Figure 1. Wires at chosen ports, followed through buffers (run 1).
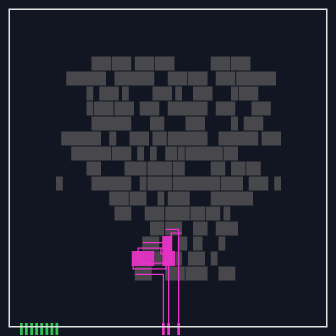
Figure 2. Register map, names as in the netlist (run 1).
Scale bar: 20 microns. Other sequential cells in the stronger grey, the rest of the logic in the fainter grey.
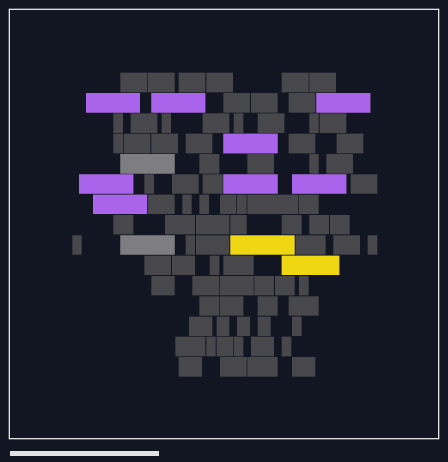
Figure 3. Routed metal, one colour a layer (run 1).
Scale bar: 20 microns.
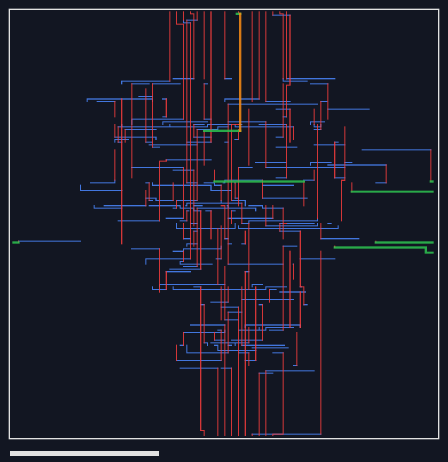
$ cat src/rtl/branch_seq_ctrl_pkg.sv
// Shared encodings for the branch sequencing controller.
// Interrupt states exist only when BRANCH_SEQ_CTRL_INT_EN is defined.
package branch_seq_ctrl_pkg;

  localparam int CNT_W = 2;

  typedef enum logic [2:0] {
    BR_NONE = 3'b000,
    BR_JZ   = 3'b001,
    BR_JN   = 3'b010,
    BR_JC   = 3'b011,
    BR_JV   = 3'b100,
    BR_LOOP = 3'b101,
    BR_JMP  = 3'b110,
    BR_RET  = 3'b111
  } btype_e;

  typedef enum logic [1:0] {
    PC_INC  = 2'b00,
    PC_TGT  = 2'b01,
    PC_LOAD = 2'b10,
    PC_HOLD = 2'b11
  } pc_sel_e;

  typedef enum logic [2:0] {
    ST_IDLE   = 3'd0,
    ST_FLUSH  = 3'd1,
    ST_POP    = 3'd2,
    ST_POP_LD = 3'd3
`ifdef BRANCH_SEQ_CTRL_INT_EN
    ,
    ST_PUSH   = 3'd4,
    ST_VEC    = 3'd5
`endif
  } state_e;

  // Taken branch that redirects straight to b_target (everything but NONE/RET).
  function automatic logic is_jump(input logic [2:0] bt);
    return (bt != BR_NONE) && (bt != BR_RET);
  endfunction

endpackage

$ cat src/rtl/branch_flush_cnt.sv
// Loadable down-counter with zero flag; saturates at zero.
module branch_flush_cnt #(
  parameter int W = 2
) (
  input  logic         clk,
  input  logic         rst,
  input  logic         load,
  input  logic [W-1:0] load_val,
  input  logic         dec,
  output logic [W-1:0] cnt,
  output logic         zero
);

  logic [W-1:0] cnt_q, cnt_d;

  always_comb begin
    cnt_d = cnt_q;
    if (load)
      cnt_d = load_val;
    else if (dec && (cnt_q != '0))
      cnt_d = cnt_q - W'(1);
  end

  always_ff @(posedge clk) begin
    if (rst) cnt_q <= '0;
    else     cnt_q <= cnt_d;
  end

  assign cnt  = cnt_q;
  assign zero = (cnt_q == '0);

endmodule

$ cat src/rtl/branch_seq_ctrl.sv
// PC-source / flush sequencer for taken branches, returns and (optionally)
// interrupt entry. Interrupt support is built only with BRANCH_SEQ_CTRL_INT_EN.
module branch_seq_ctrl
  import branch_seq_ctrl_pkg::*;
#(
  parameter int         FLUSH_CYC = 2,
  parameter logic [7:0] INT_VEC   = 8'h00
) (
  input  logic       clk,
  input  logic       rst,
  input  logic [2:0] btype,
  input  logic       b_take,
  input  logic [7:0] b_target,
  input  logic [7:0] mem_rdata,
  input  logic       mem_ack,
  input  logic       intr_req,
  output logic [1:0] pc_sel,
  output logic [7:0] pc_load,
  output logic       flush,
  output logic       stk_rd,
  output logic       stk_wr,
  output logic       intr_ack,
  output logic       busy
);

  state_e     state_q, state_d;
  logic [7:0] pc_load_q, pc_load_d;
  pc_sel_e    pc_sel_c;
  logic       flush_c, stk_rd_c;
  logic       cnt_load, cnt_dec, cnt_zero;
  logic [CNT_W-1:0] cnt;
`ifdef BRANCH_SEQ_CTRL_INT_EN
  logic       stk_wr_c, intr_ack_c;
`endif

  branch_flush_cnt #(.W(CNT_W)) u_flush_cnt (
    .clk      (clk),
    .rst      (rst),
    .load     (cnt_load),
    .load_val (CNT_W'(FLUSH_CYC - 1)),
    .dec      (cnt_dec),
    .cnt      (cnt),
    .zero     (cnt_zero)
  );

  always_comb begin
    state_d   = state_q;
    pc_load_d = pc_load_q;
    pc_sel_c  = PC_INC;
    flush_c   = 1'b0;
    stk_rd_c  = 1'b0;
    cnt_load  = 1'b0;
    cnt_dec   = 1'b0;
`ifdef BRANCH_SEQ_CTRL_INT_EN
    stk_wr_c   = 1'b0;
    intr_ack_c = 1'b0;
`endif
    case (state_q)
      ST_IDLE: begin
        if (b_take && (btype == BR_RET)) begin
          pc_sel_c = PC_HOLD;
          flush_c  = 1'b1;
          state_d  = ST_POP;
        end else if (b_take && is_jump(btype)) begin
          pc_sel_c = PC_TGT;
          flush_c  = 1'b1;
          cnt_load = 1'b1;
          state_d  = ST_FLUSH;
        end
`ifdef BRANCH_SEQ_CTRL_INT_EN
        else if (intr_req && !b_take) begin
          pc_sel_c   = PC_HOLD;
          flush_c    = 1'b1;
          intr_ack_c = 1'b1;
          state_d    = ST_PUSH;
        end
`endif
      end
      // The redirect cycle in IDLE is the first flush cycle, so FLUSH
      // leaves once the count loaded with FLUSH_CYC-1 runs out.
      ST_FLUSH: begin
        flush_c = 1'b1;
        cnt_dec = 1'b1;
        if (cnt_zero || (cnt == CNT_W'(1)))
          state_d = ST_IDLE;
      end
      ST_POP: begin
        pc_sel_c = PC_HOLD;
        flush_c  = 1'b1;
        stk_rd_c = 1'b1;
        if (mem_ack) begin
          pc_load_d = mem_rdata;
          state_d   = ST_POP_LD;
        end
      end
      ST_POP_LD: begin
        pc_sel_c = PC_LOAD;
        flush_c  = 1'b1;
        state_d  = ST_IDLE;
      end
`ifdef BRANCH_SEQ_CTRL_INT_EN
      ST_PUSH: begin
        pc_sel_c = PC_HOLD;
        flush_c  = 1'b1;
        stk_wr_c = 1'b1;
        if (mem_ack) begin
          pc_load_d = INT_VEC;
          state_d   = ST_VEC;
        end
      end
      ST_VEC: begin
        pc_sel_c = PC_LOAD;
        flush_c  = 1'b1;
        state_d  = ST_IDLE;
      end
`endif
      default: state_d = ST_IDLE;
    endcase
  end

  always_ff @(posedge clk) begin
    if (rst) begin
      state_q   <= ST_IDLE;
      pc_load_q <= 8'h00;
    end else begin
      state_q   <= state_d;
      pc_load_q <= pc_load_d;
    end
  end

  assign pc_sel  = pc_sel_c;
  assign pc_load = pc_load_q;
  assign flush   = flush_c;
  assign stk_rd  = stk_rd_c;
  assign busy    = (state_q != ST_IDLE);

`ifdef BRANCH_SEQ_CTRL_INT_EN
  assign stk_wr   = stk_wr_c;
  assign intr_ack = intr_ack_c;
  // Target muxing lives in the PC datapath; only pc_sel is produced here.
  logic unused_in;
  assign unused_in = ^b_target;
`else
  assign stk_wr   = 1'b0;
  assign intr_ack = 1'b0;
  logic unused_in;
  assign unused_in = (^b_target) ^ intr_req ^ (|INT_VEC);
`endif

endmodule

$ cat config.mk
export PLATFORM = sky130hd
export DESIGN_NAME = branch_seq_ctrl
export DESIGN_NICKNAME = d
export VERILOG_FILES = /design/src/rtl/branch_seq_ctrl_pkg.sv /design/src/rtl/branch_flush_cnt.sv /design/src/rtl/branch_seq_ctrl.sv
export SDC_FILE = /design/constraint.sdc
export NUM_CORES = 1
export LEC_CHECK = 0
export CAP_MARGIN = 20
export CORE_MARGIN = 8
export CORE_UTILIZATION = 33
export CTS_CLUSTER_SIZE = 24
export DETAILED_ROUTE_END_ITERATION = 8
export PLACE_DENSITY = 0.77
export SYNTH_ARGS = -nofsm -noshare
export SYNTH_HDL_FRONTEND = slang
export SYNTH_SLANG_ARGS = --single-unit
$ cat constraint.sdc
create_clock -name clk -period 1.4 [get_ports clk]
set_input_delay 0.14 -clock clk [delete_from_list [all_inputs] [get_ports clk]]
set_output_delay 0.14 -clock clk [all_outputs]
set_load 0.01 [all_outputs]
==> impl_metrics.csv, run 1 <==
group,metric,value,unit
setup_path,r2r-start,"u_flush_cnt.cnt[0]$_SDFFE_PP0P_",
clock_network,post-cts-setup-buffer-count,0,
min_path,hp-class,"in -> reg",
setup_path,path_depth,5,
clock_network,postCtsResizedCells,20,
sta,fin_tns_setup,0,ns
finish,drive_above_1_share,20.7,%
sta,finalCritPeriodShare,94.2,%
setup_path,cp_top_family,"buffers and inverters",
finish,inv_count,5,
pwr,p_per_area,787,mW/mm^2
finish,sh_comb_area,31.8,%
sta,fin_skew,0.00601,ns
setup_path,cp.required,1.26,ns
synth,ys_sh_simple,20.7,%
min_path,whs_path_depth,4,
finish,layout.cells.most_common,"clkdlybuf4s50_1",
pwr,power_leader,"sequential cells",
finish,final-comb-area,289,sq um
global_routing,use_met2,17.2,%
min_path,min_from,"btype[0]",
sta,rsz0062_at_grt,"no",
flow_run,cap_violations,0,
clock_network,numCtsBuffers,3,
global_routing,grt_pass1_wl,2.44,mm
sta,fin_crit,1.32,ns
pwr,power.share.sequential,50.8,%
flow_run,warning_count,36,
synth,ys_cells,59,
synth,topCellsByArea,"dfxtp_1, mux2i_1, nor2_1, ha_1, buf_4",
finish,layout.nets,120,
pwr,vdd_drop_max,0.540,mV
placed_design,place.gp.congestion,0.679,
finish,ff_count,12,
detailed_routing,first_pass_iters,2,
synth,post_synth.cell_area_avg,9.54,sq um
global_routing,grt_max_degree,10,
setup_path,crit_end,"pc_sel[0]",
setup_path,crit_fanout,3,
finish,largest_reg_flops,8,
status,status,"completed",
finish,syn_to_final_growth,61.6,%
synth,yosys-stat-area,563,sq um
synth,yosys_warnings,0,
floorplan,fp_util,33.7,%
synth,synth-main-ff-cell,"dfxtp_1",
detailed_routing,drc_errors,0,
setup_path,rr_endpoint,"u_flush_cnt.cnt[0]$_SDFFE_PP0P_",
setup_path,critPathLaunchType,"input port",
sta,fin_ws,0.0819,ns
pwr,power.leakage,0.422,nW
synth,synthTopCellsByCount,"dfxtp_1, nor2_1, mux2i_1",
setup_path,cp_slowest_cell,"or3_4",
placed_design,place_ws,-0.383,ns
global_routing,grt-ovfl-total,0,
pwr,switching_share,24.7,%
sta,report.final.slew_viol_count,0,
floorplan,core-area,0.00167,sq mm
clock_network,cts_root_buffer,"clkbuf_4",
synth,synthCells,59,
pwr,p_switching,0.177,mW
sta,setup_viol,0,
synth,top_area_share,42.7,%
pwr,combPwrFrac,20.6,%
synth,mux_area_share,14.2,%
clock_network,clk_pin_slew,0.07,ns
detailed_routing,wirelength_met1,603,microns
setup_path,path_class,"in -> out",
detailed_routing,drt-initial-drc-count,5,
clock_network,clock_latency,0.27,ns
setup_path,end_kind,"primary output",
synth,aoi_share,7.78,%
synth,synth_flops,12,
finish,lay_top_cells,"clkdlybuf4s50_1, dfxtp_1, nor2_1, mux2i_1, buf_4",
global_routing,met3_usage,3.14,%
finish,clk_share,2.48,%
global_routing,use_met1,9.24,%
synth,synth_area,563,sq um
placed_design,place_area,877,sq um
finish,insertedDiodeCount,0,
setup_path,path_buffers,2,
pwr,comb-power,0.148,mW
floorplan,die_area,0.00328,sq mm
## Picture notes: Figure 1
- b_target: green (bits 8; direction input; end cells 0)
- btype: magenta (bits 3; direction input; end cells 3; wire 90.2 microns)
I/O Pins: 39
Port-buffer cells: 27

## Picture notes: Figure 2
- pc_load: purple (placed flops 8)
- state_q: yellow (placed flops 2)
- not coloured: 2
fin util: 54.5%
fraction of area in registers: 27.0%
power in sequential cells: 0.363 mW

## Picture notes: Figure 3
- M2: red (wire length 770 microns)
- M1: blue (wire length 604 microns)
- M4: orange (wire length 15.6 microns)
- M3: green (wire length 50.1 microns)
total global-route track usage: 9.25%
final WL: 1.44 mm
Vias: 516
DR WL/cell: 13.2 microns

Figure 4. Clock wiring as the flow saved it (run 1).
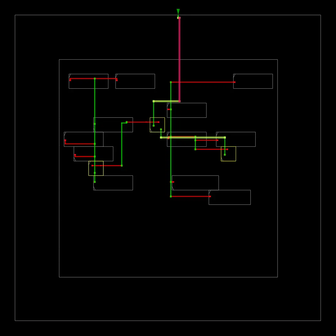

--- run 2 (diff from run 1) ---
==> constraint.sdc (replaced) <==
create_clock -name clk -period 1.4 [get_ports clk]
set_input_delay 0.28 -clock clk [delete_from_list [all_inputs] [get_ports clk]]
set_output_delay 0.28 -clock clk [all_outputs]
set_load 0.01 [all_outputs]
Figure 5. Clock wiring as the flow saved it (run 2).
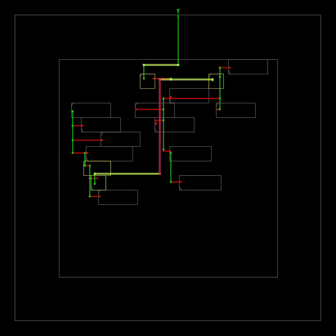
Clk. pwr: 0.271 mW
Fin Clk Skew: 0.00618 ns
Sink Count: 12
total CTS buffers: 3
Clk Latency, worst-skew pair: 0.28 ns

Figure 6. Wires at chosen ports, followed through buffers (run 2).
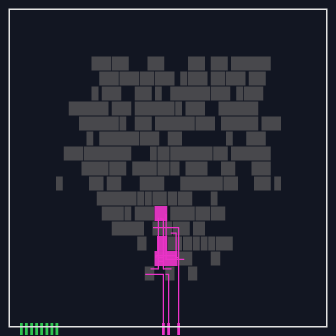
- b_target: green (bits 8; direction input; end cells 0)
- btype: magenta (bits 3; direction input; end cells 3; wire 88.8 microns)

==> impl_metrics.csv, run 2 <==
group,metric,value,unit
global_routing,use_met1,9.48,%
finish,lay_top_cells,"clkdlybuf4s50_1, dlygate4sd2_1, nor2_1, dfxtp_1, buf_4",
finish,ff_count,12,
clock_network,cts_root_buffer,"clkbuf_4",
pwr,powerSeq,0.365,mW
global_routing,grt-ovfl-total,0,
setup_path,path_depth,5,
finish,largest_reg_flops,8,
setup_path,cp_slowest_cell,"or3_4",
pwr,combPwrFrac,19.6,%
finish,clk_share,3.87,%
detailed_routing,drt-initial-drc-count,10,
min_path,whs_path_depth,4,
setup_path,path_class,"in -> out",
min_path,min_from,"btype[1]",
floorplan,ioPinCount,39,
finish,sh_comb_area,31.9,%
pwr,power_leader,"sequential cells",
pwr,switching_share,23.9,%
placed_design,portBuffers,27,
status,status,"completed",
clock_network,clk_pin_slew,0.07,ns
clock_network,postCtsResizedCells,39,
synth,mux_area_share,14.2,%
flow_run,warning_count,36,
pwr,vdd_drop_max,0.617,mV
finish,syn_to_final_growth,66.4,%
finish,sh_seq_area,26.3,%
global_routing,grt_pass1_wl,2.42,mm
placed_design,place_area,912,sq um
synth,synthCells,59,
synth,synth_flops,12,
placed_design,place.gp.congestion,0.704,
pwr,power.leakage,0.492,nW
setup_path,crit_end,"pc_sel[0]",
sta,fin_ws,0.0478,ns
placed_design,place_ws,-0.635,ns
global_routing,met3_usage,2.91,%
sta,finalCritPeriodShare,96.6,%
finish,layout.nets,124,
setup_path,crit_fanout,2,
sta,fin_tns_setup,0,ns
floorplan,die_area,0.00328,sq mm
synth,synth-main-ff-cell,"dfxtp_1",
Figure 7. Routed metal, one colour a layer (run 2).
Scale bar: 20 microns.
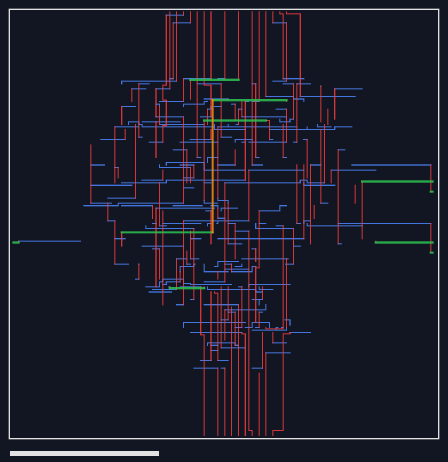
- M2: red (wire length 811 microns)
- M3: green (wire length 59.6 microns)
- M1: blue (wire length 558 microns)
- M4: orange (wire length 17.7 microns)
total global-route track usage: 9.38%
DR WL/cell: 12.7 microns
Vias: 534
final WL: 1.45 mm

Power is estimated from default activity; no workload was simulated.
